==> src/rtl/mmio_fabric_pkg.sv <==
// Shared types and constants for the MMIO fabric.
// Latency: n/a (declarations only).
// Backpressure: n/a.
package mmio_fabric_pkg;

  typedef enum logic [1:0] {
    IDLE = 2'd0,
    REQ  = 2'd1,
    RESP = 2'd2
  } fab_state_t;

  localparam int FAULT_CNT_W = 16;

  // Timeout counter width: enough to hold TIMEOUT, never narrower than 1 bit.
  function automatic int cnt_width(input int timeout);
    return (timeout <= 0) ? 1 : (($clog2(timeout + 1) < 1) ? 1 : $clog2(timeout + 1));
  endfunction

endpackage

==> src/rtl/mmio_addr_decoder.sv <==
// Priority address decoder: base/mask windows, lowest matching slot wins.
// Latency: combinational.
// Backpressure: none; pure function of the address.
module mmio_addr_decoder #(
  parameter int NUM_SLAVES = 8,
  parameter int SEL_W      = 3
) (
  input  logic [31:0]              addr,
  input  logic [NUM_SLAVES*32-1:0] base,
  input  logic [NUM_SLAVES*32-1:0] mask,
  output logic                     hit,
  output logic [SEL_W-1:0]         sel_idx
);

  // Walk from the highest slot down so the lowest matching slot is written last.
  always_comb begin
    hit     = 1'b0;
    sel_idx = '0;
    for (int i = NUM_SLAVES - 1; i >= 0; i--) begin
      if ((addr & mask[32*i +: 32]) == base[32*i +: 32]) begin
        hit     = 1'b1;
        sel_idx = SEL_W'(i);
      end
    end
  end

endmodule

==> src/rtl/mmio_fabric.sv <==
// MMIO fabric: CPU data port to N peripheral slaves, with timeout and unmapped-fault reporting.
// Latency: m_ready 3 cycles after m_valid for a zero-wait slave, +1 per slave wait; 2 for unmapped.
// Backpressure: master holds m_valid until the one-cycle m_ready pulse; slaves stall via s_ready.
module mmio_fabric
  import mmio_fabric_pkg::*;
#(
  parameter int                     NUM_SLAVES        = 8,
  parameter logic [NUM_SLAVES*32-1:0] SLAVE_BASE      = '0,
  parameter logic [NUM_SLAVES*32-1:0] SLAVE_MASK      = '0,
  parameter int                     TIMEOUT           = 255,
  parameter bit                     FAULT_ON_UNMAPPED = 1'b1,
  parameter logic [31:0]            FAULT_RDATA       = 32'h0000_0000
) (
  input  logic                     clk,
  input  logic                     rst,
  input  logic                     m_valid,
  input  logic [31:0]              m_addr,
  input  logic [31:0]              m_wdata,
  input  logic [3:0]               m_wstrb,
  output logic                     m_ready,
  output logic [31:0]              m_rdata,
  output logic                     m_fault,
  output logic [NUM_SLAVES-1:0]    s_valid,
  output logic [31:0]              s_addr,
  output logic [31:0]              s_wdata,
  output logic [3:0]               s_wstrb,
  input  logic [NUM_SLAVES-1:0]    s_ready,
  input  logic [NUM_SLAVES*32-1:0] s_rdata,
  output logic                     busy,
  output logic [FAULT_CNT_W-1:0]   fault_cnt
);

  localparam int SEL_W = (NUM_SLAVES > 1) ? $clog2(NUM_SLAVES) : 1;
  localparam int CNT_W = cnt_width(TIMEOUT);
  localparam logic [CNT_W-1:0] TMO_LAST = (TIMEOUT == 0) ? '0 : CNT_W'(TIMEOUT - 1);

  fab_state_t             state_q, state_d;
  logic [SEL_W-1:0]       sel_q;
  logic [CNT_W-1:0]       cnt_q;
  logic [31:0]            rdata_q;
  logic                   fault_q;
  logic                   dec_hit;
  logic [SEL_W-1:0]       dec_sel;
  logic [NUM_SLAVES-1:0]  dec_onehot;
  logic                   sel_ready;
  logic                   tmo;

  mmio_addr_decoder #(
    .NUM_SLAVES (NUM_SLAVES),
    .SEL_W      (SEL_W)
  ) u_dec (
    .addr    (m_addr),
    .base    (SLAVE_BASE),
    .mask    (SLAVE_MASK),
    .hit     (dec_hit),
    .sel_idx (dec_sel)
  );

  // Selected-slave ready, timeout expiry and the one-hot form of the decoded slot.
  always_comb begin
    sel_ready = s_ready[sel_q];
    tmo       = (TIMEOUT != 0) && (cnt_q == TMO_LAST);
    for (int i = 0; i < NUM_SLAVES; i++) begin
      dec_onehot[i] = (dec_sel == SEL_W'(i));
    end
  end

  // State register.
  always_ff @(posedge clk or posedge rst) begin
    if (rst) state_q <= IDLE;
    else     state_q <= state_d;
  end

  // Next state and master-side outputs; the response is driven only in RESP.
  always_comb begin
    state_d = state_q;
    m_ready = 1'b0;
    m_rdata = '0;
    m_fault = 1'b0;
    busy    = (state_q != IDLE);
    case (state_q)
      IDLE: if (m_valid) state_d = dec_hit ? REQ : RESP;
      REQ:  if (sel_ready || tmo) state_d = RESP;
      RESP: begin
        m_ready = 1'b1;
        m_rdata = rdata_q;
        m_fault = fault_q;
        state_d = IDLE;
      end
      default: state_d = IDLE;
    endcase
  end

  // Request latch, slave strobe, timeout counter, response capture and fault counter.
  always_ff @(posedge clk or posedge rst) begin
    if (rst) begin
      sel_q     <= '0;
      cnt_q     <= '0;
      rdata_q   <= '0;
      fault_q   <= 1'b0;
      s_valid   <= '0;
      s_addr    <= '0;
      s_wdata   <= '0;
      s_wstrb   <= '0;
      fault_cnt <= '0;
    end else begin
      case (state_q)
        IDLE: begin
          if (m_valid) begin
            if (dec_hit) begin
              s_addr  <= m_addr;
              s_wdata <= m_wdata;
              s_wstrb <= m_wstrb;
              sel_q   <= dec_sel;
              s_valid <= dec_onehot;
              cnt_q   <= '0;
            end else begin
              rdata_q <= FAULT_RDATA;
              fault_q <= FAULT_ON_UNMAPPED;
            end
          end
        end
        REQ: begin
          cnt_q <= cnt_q + CNT_W'(1);
          // Ready takes priority over a timeout landing in the same cycle.
          if (sel_ready) begin
            rdata_q <= s_rdata[32*sel_q +: 32];
            fault_q <= 1'b0;
            s_valid <= '0;
          end else if (tmo) begin
            rdata_q <= FAULT_RDATA;
            fault_q <= 1'b1;
            s_valid <= '0;
          end
        end
        RESP: begin
          if (fault_q && (fault_cnt != {FAULT_CNT_W{1'b1}})) begin
            fault_cnt <= fault_cnt + FAULT_CNT_W'(1);
          end
        end
        default: ;
      endcase
    end
  end

endmodule

==> config.mk <==
export PLATFORM = sky130hd
export DESIGN_NAME = mmio_fabric
export DESIGN_NICKNAME = d
export VERILOG_FILES = /design/src/rtl/mmio_fabric_pkg.sv /design/src/rtl/mmio_addr_decoder.sv /design/src/rtl/mmio_fabric.sv
export SDC_FILE = /design/constraint.sdc
export NUM_CORES = 1
export LEC_CHECK = 0
export CORE_AREA = 10 10 170 172
export DETAILED_ROUTE_END_ITERATION = 6
export DIE_AREA = 0 0 180 182
export HOLD_SLACK_MARGIN = 0.05
export PLACE_DENSITY = 0.61
export REMOVE_ABC_BUFFERS = 1
export SLEW_MARGIN = 40
export SYNTH_ARGS = -nofsm -noshare
export SYNTH_HDL_FRONTEND = slang
export SYNTH_SLANG_ARGS = --single-unit
==> constraint.sdc <==
create_clock -name clk -period 13.5 [get_ports clk]
set_input_delay 2.7 -clock clk [delete_from_list [all_inputs] [get_ports clk]]
set_output_delay 2.7 -clock clk [all_outputs]
set_load 0.05 [all_outputs]
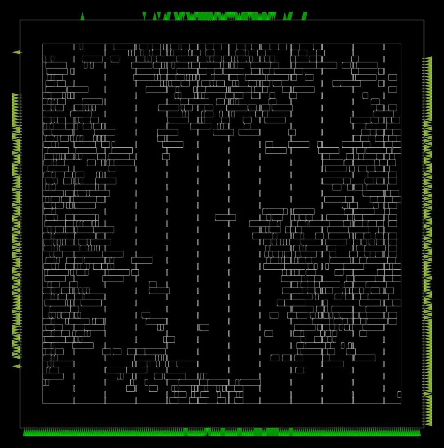
(images/placement.png)
Site Rows: 59
Core Region: 25620 µm²

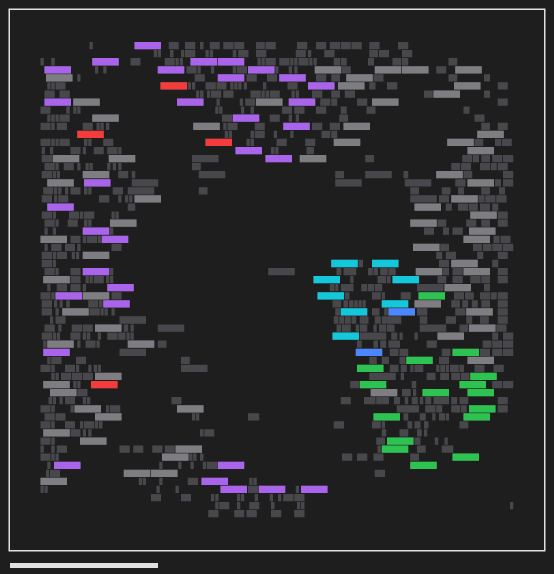
(images/flops_by_reg.png)
Bar = 50 µm. Other sequential cells in the stronger gray, the rest of the logic in the fainter gray.
[`fault_cnt`] green | sequential cells: 16
[`cnt_q`] cyan | sequential cells: 8
[`s_addr`] purple | sequential cells: 32
[`s_wstrb`] red | sequential cells: 4
[`state_q`] blue | sequential cells: 2
not colored: 66
post-layout util: 0.3289
fraction of area in registers: 0.3802

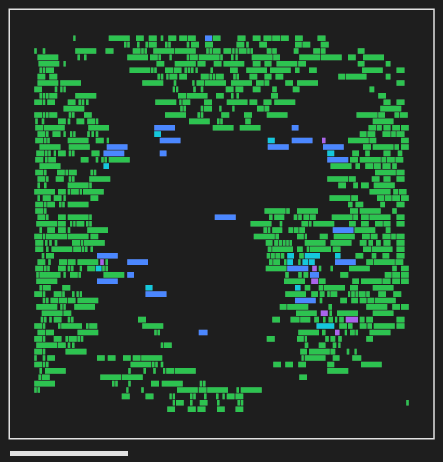
(images/sizes.png)
Bar = 50 µm.
[_2 cells] purple | cells: 7
[_6 and larger] blue | cells: 23 | most used: clkbuf_16
[_0 and _1 cells] green | cells: 726 | most used: clkdlybuf4s50_1
[_3 and _4 cells] cyan | cells: 14 | most used: clkinv_4
Area growth syn-to-layout: 57.85%
smallest setup slack after layout: 8.325 ns
Non-clock buffers: 228
design area: 8426 µm²

==> notes.md <==
impl run done, here's what came out: WL met3 2043 µm, Data buffer area share 0.2703, Syn Inst Count 540, slowest stage delay, CP 0.83 ns, # setup viols final 0, Die X-Extent 180 µm, gr busiest metal met2, Net Sw Frac 0.4436, commonest cells in the netlist 216 x nand2_1, 128 x dfrtp_1, 34 x and2_1, largest area contributor in the netlist dfrtp_1, met2 GRT Util 0.1424, status finished clean, clk_skew approximately 0.007 ns, met2 WL 7320 µm, initial antenna violation count 0, highest metal used met4, Antenna diodes 0, top flop regs rdata_q (32), s_addr (32), s_wdata (32), Sw Pwr 0.8356 mW, EDFF count, synth 0, drt wl/cell 15.41 µm, Critical Path Start Type register, met3 Resource Use GR 0.06441, Dominant comb cell simple AND/OR/NAND/NOR gates, Comb/total area 0.2330, Worst Tran Pin Value between 0.7 and 0.8 ns, Total Power 1.884 mW, worst r2r path cells 5, Mean Syn Cell Area 9.884 µm²
## tightest hold or removal path, stage by stage (launching register included)
cell,delay (ns)
dfrtp_1,0.34
nand2_1,0.05
nand2_1,0.05
## layout by cell type, fill, tap and decap left out, drive strengths merged, types with 3 or more instances in the layout
cell           instances
nand2                217
clkinvlp               4
a22o                  33
nand4                  5
nand3                  9
nor2                  11
o21ai                  8
buf                    5
and2                  34
and4                   4
xor2                  13
clkdlybuf4s50        223
nor4                   3
clkinv                 7
nor3                   4
dfrtp                128
a31oi                  3
clkbuf                18
ha                     3
inv                    8
conb                   7
and3                   3
No activity file was given, so power comes from the tool's default toggle rates.
